Fig. 1: run 1, placed cells, one color a class
(1 px per µm)
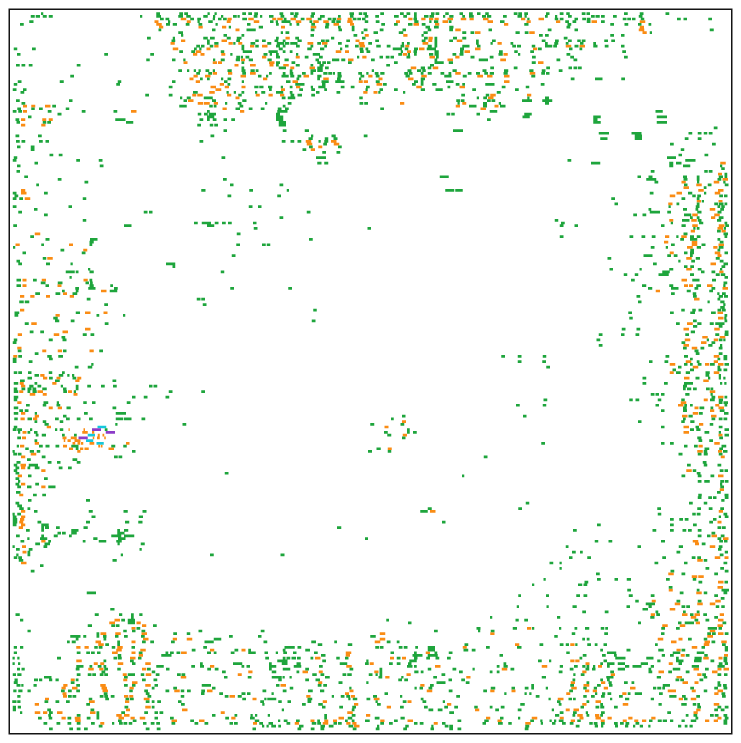
Fig. 2: run 1, clock routing
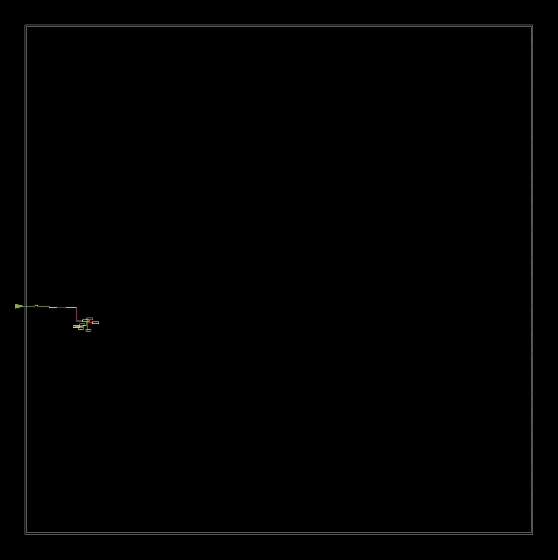
Fig. 3: run 1, signal metal coverage by tile
(0.5 px per µm) The die is cut into 36 by 36 equal tiles; dark purple is low, yellow is high, scaled to the fullest tile. Values are wire area over tile area, all layers added.
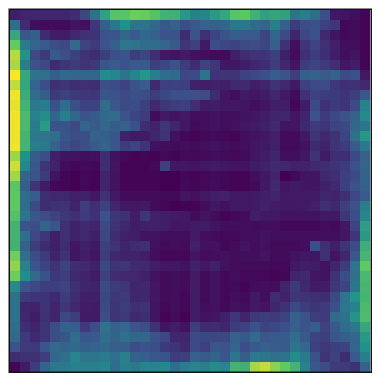
--- src/rtl/vr_udp_tx_arb.sv ---
// rtl/vr_udp_tx_arb.sv - round-robin arbiter sharing one UDP TX meta/data interface among VR engines
//
// Purpose:
//   Grants the single UDP transmit interface (meta channel + data stream) to
//   one of NUM_SRCS engines at a time. The grant is taken in IDLE, held
//   through the meta handshake and every data flit up to and including the
//   flit with last set, so packets from different engines never interleave.
//   The search starts at prio_q, which moves one past the source that just
//   finished a packet.
//
// Ports:
//   clk, rst                  clock, synchronous active-high reset
//   src_arb_meta_val/info     per-source meta request and UDP metadata
//   arb_src_meta_rdy          per-source meta ready (only the granted source)
//   src_arb_data_val/data/
//     last/padbytes           per-source data flit stream
//   arb_src_data_rdy          per-source data ready (only the granted source)
//   arb_to_udp_meta_*         meta channel towards UDP TX, to_udp_arb_meta_rdy back
//   arb_to_udp_data_*         data stream towards UDP TX, to_udp_arb_data_rdy back
//   arb_grant_val/idx         a grant is held / which source holds it

module vr_udp_tx_arb #(
  parameter int NOC_DATA_W     = 512,
  parameter int NOC_PADBYTES   = NOC_DATA_W / 8,
  parameter int NOC_PADBYTES_W = $clog2(NOC_PADBYTES),
  parameter int NUM_SRCS       = 2,
  parameter int SRC_W          = $clog2(NUM_SRCS),
  parameter int UDP_INFO_W     = 96
) (
  input  logic                                       clk,
  input  logic                                       rst,
  input  logic [NUM_SRCS-1:0]                        src_arb_meta_val,
  input  logic [NUM_SRCS-1:0][UDP_INFO_W-1:0]        src_arb_meta_info,
  output logic [NUM_SRCS-1:0]                        arb_src_meta_rdy,
  input  logic [NUM_SRCS-1:0]                        src_arb_data_val,
  input  logic [NUM_SRCS-1:0][NOC_DATA_W-1:0]        src_arb_data,
  input  logic [NUM_SRCS-1:0]                        src_arb_data_last,
  input  logic [NUM_SRCS-1:0][NOC_PADBYTES_W-1:0]    src_arb_data_padbytes,
  output logic [NUM_SRCS-1:0]                        arb_src_data_rdy,
  output logic                                       arb_to_udp_meta_val,
  output logic [UDP_INFO_W-1:0]                      arb_to_udp_meta_info,
  input  logic                                       to_udp_arb_meta_rdy,
  output logic                                       arb_to_udp_data_val,
  output logic [NOC_DATA_W-1:0]                      arb_to_udp_data,
  output logic                                       arb_to_udp_data_last,
  output logic [NOC_PADBYTES_W-1:0]                  arb_to_udp_data_padbytes,
  input  logic                                       to_udp_arb_data_rdy,
  output logic                                       arb_grant_val,
  output logic [SRC_W-1:0]                           arb_grant_idx
);

  localparam logic [1:0] ST_IDLE = 2'd0;
  localparam logic [1:0] ST_META = 2'd1;
  localparam logic [1:0] ST_DATA = 2'd2;

  localparam logic [SRC_W-1:0] LAST_SRC   = SRC_W'(NUM_SRCS - 1);
  localparam logic [SRC_W:0]   NUM_SRCS_X = (SRC_W + 1)'(NUM_SRCS);

  logic [1:0]       state_q, state_d;
  logic [SRC_W-1:0] grant_q, grant_d;
  logic [SRC_W-1:0] prio_q,  prio_d;

  logic             pick_val;
  logic [SRC_W-1:0] pick_idx;
  logic [SRC_W:0]   cand;
  logic             meta_hs;
  logic             data_hs_last;

  // Round-robin pick. The loop walks the candidates from the farthest back to
  // prio_q itself, so the last hit written is the nearest requester at or
  // after prio_q. cand carries one extra bit so prio_q + i cannot overflow
  // before it is folded back into 0..NUM_SRCS-1 (non-power-of-2 safe).
  always_comb begin
    pick_val = 1'b0;
    pick_idx = '0;
    cand     = '0;
    for (int i = NUM_SRCS - 1; i >= 0; i--) begin
      cand = {1'b0, prio_q} + (SRC_W + 1)'(i);
      if (cand >= NUM_SRCS_X) begin
        cand = cand - NUM_SRCS_X;
      end
      if (src_arb_meta_val[cand[SRC_W-1:0]]) begin
        pick_val = 1'b1;
        pick_idx = cand[SRC_W-1:0];
      end
    end
  end

  assign meta_hs      = (state_q == ST_META) && src_arb_meta_val[grant_q] && to_udp_arb_meta_rdy;
  assign data_hs_last = (state_q == ST_DATA) && src_arb_data_val[grant_q] && to_udp_arb_data_rdy
                        && src_arb_data_last[grant_q];

  always_comb begin
    state_d = state_q;
    grant_d = grant_q;
    prio_d  = prio_q;
    case (state_q)
      ST_IDLE: begin
        if (pick_val) begin
          grant_d = pick_idx;
          state_d = ST_META;
        end
      end
      ST_META: begin
        if (meta_hs) begin
          state_d = ST_DATA;
        end
      end
      ST_DATA: begin
        if (data_hs_last) begin
          state_d = ST_IDLE;
          prio_d  = (grant_q == LAST_SRC) ? '0 : grant_q + 1'b1;
        end
      end
      default: begin
        state_d = ST_IDLE;
      end
    endcase
  end

  // Only the granted source ever sees a ready, and only in the phase that
  // matches the channel; everything else is left untouched at its source.
  always_comb begin
    arb_src_meta_rdy    = '0;
    arb_src_data_rdy    = '0;
    arb_to_udp_meta_val = 1'b0;
    arb_to_udp_data_val = 1'b0;
    if (state_q == ST_META) begin
      arb_to_udp_meta_val       = src_arb_meta_val[grant_q];
      arb_src_meta_rdy[grant_q] = to_udp_arb_meta_rdy;
    end
    if (state_q == ST_DATA) begin
      arb_to_udp_data_val       = src_arb_data_val[grant_q];
      arb_src_data_rdy[grant_q] = to_udp_arb_data_rdy;
    end
  end

  // Payload fields follow the grant unconditionally; they only matter while
  // the matching valid is high.
  assign arb_to_udp_meta_info     = src_arb_meta_info[grant_q];
  assign arb_to_udp_data          = src_arb_data[grant_q];
  assign arb_to_udp_data_last     = src_arb_data_last[grant_q];
  assign arb_to_udp_data_padbytes = src_arb_data_padbytes[grant_q];

  assign arb_grant_val = (state_q != ST_IDLE);
  assign arb_grant_idx = grant_q;

  always_ff @(posedge clk) begin
    if (rst) begin
      state_q <= ST_IDLE;
      grant_q <= '0;
      prio_q  <= '0;
    end else begin
      state_q <= state_d;
      grant_q <= grant_d;
      prio_q  <= prio_d;
    end
  end

endmodule

--- config.mk ---
export PLATFORM = sky130hd
export DESIGN_NAME = vr_udp_tx_arb
export DESIGN_NICKNAME = d
export VERILOG_FILES = /design/src/rtl/vr_udp_tx_arb.sv
export SDC_FILE = /design/constraint.sdc
export NUM_CORES = 1
export LEC_CHECK = 0
export CAP_MARGIN = 10
export CELL_PAD_IN_SITES_DETAIL_PLACEMENT = 1
export CELL_PAD_IN_SITES_GLOBAL_PLACEMENT = 2
export CORE_AREA = 2 2 719 721
export CTS_CLUSTER_SIZE = 14
export DETAILED_ROUTE_END_ITERATION = 10
export DIE_AREA = 0 0 721 723
export GPL_TIMING_DRIVEN = 0
export PLACE_DENSITY = 0.3
export SYNTH_ARGS = -nofsm -noshare
export SYNTH_HDL_FRONTEND = slang
export SYNTH_SLANG_ARGS = --single-unit
--- constraint.sdc ---
create_clock -name clk -period 2.17 [get_ports clk]
set_input_delay 0.5425 -clock clk [delete_from_list [all_inputs] [get_ports clk]]
set_output_delay 0.5425 -clock clk [all_outputs]
set_load 0.005 [all_outputs]
==> run notes <==
fresh numbers from the pnr run: grt ovf=0, GP Congestion=slightly above 1, placed inst area=roughly 35000 µm², share of flip-flops with an asynchronous set or reset=0%, clk cell area share=0.182%, placed insts=a little over 9000, Synth top cells by count=mux2_2, buf_4, buf_2, startpoint types=register, die height=~720 µm, share of cells above drive strength 1=about half, comb_multi_in=about 640, Signal buf overhead=57.9%, largest area contributor in the netlist=mux2_2, relative slew slack=between 60% and 70%, DRT Wirelength=between 300 and 400 mm, status=complete, but fails checks, hold crit path type=register to register, First-pass DRT Iterations=5, Seq pwr share=0.9%, number of non-clock buffers=2291, Yosys chip area=roughly 7700 µm², core area=between 500000 and 600000 µm², CTS tree=built, Routed Antenna Nets=0, sw power=0.00420 W, Seq group=0.0000865 W, number of cells in Yosys stat=715, post-CTS setup buffer count=15, worst setup path end=arb_to_udp_data[221], CP max stage delay=0.36 ns, synthesized area=roughly 7700 µm², worst setup margin=-0.654 ns, routing usage on met2=~23%, post-CTS sizing=about 500, minimum clock period=between 2 and 3 ns, Post-synth EDFFs=0, Clock Tree Buf Depth=2, H-tree depth=1, P_leak=about 15 nW, failing checks=negative setup slack, gr busiest metal=met2, fin. max-slew vios=0, worst r2r path cells=8, most numerous cell in the Yosys netlist=mux2_2, met3 Resource Use GR=approximately 8%, Place WS=-2.22 ns, final setup vio count=roughly 620, worst endpoint required time=about 1.6 ns
About Fig. 1:
color	class	cells
cyan	flops	4
orange	combinational and other logic	642
green	other buffers and delay cells	2291
purple	clock drivers	3
final core utilization: 8.01%
num rows: 264
flop share of the area: 0.203%
post-route design area: 41200 µm²

About Fig. 2:
CLK BUF: 3
Worst Skew: 0.00565 ns
Late-Pin Clk Latency: 0.23 ns
Clk power: 0.000286 W
CTS buffer count: 3

About Fig. 3:
nearly empty tiles	3.9%
tiles over half the peak	5.9%
mean over tiles	0.13
emptiest ninth of the die	center
densest ninth of the die	north-west
fullest tile	0.64
via count: 18800
routed length per placed instance: 38.1 µm

-- run 1: worst max-delay path: cells and delay by family (launching register included) --
family                 cells  cell delay, ns
buffers and inverters     10            1.39
multiplexers               1            0.26
flip-flops                 1            0.36
-- run 1: worst min-delay path by stage --
stage | startpoint | end | slack (ns)
after detailed placement | prio_q | arb_grant_idx | 0.55
after floorplan | state_q[1] | state_q[0] | 0.49
after global routing | state_q[1] | state_q[0] | 0.62
after CTS | prio_q | arb_grant_idx | 0.56
final | prio_q | arb_grant_idx | 0.56
after global placement | state_q[1] | state_q[0] | 0.57
-- run 1: state kept, by name (all words and copies together) (netlist names) --
name / flops
state_q: 2
arb_grant_idx: 1
prio_q: 1
Power and IR drop assume default switching activity.
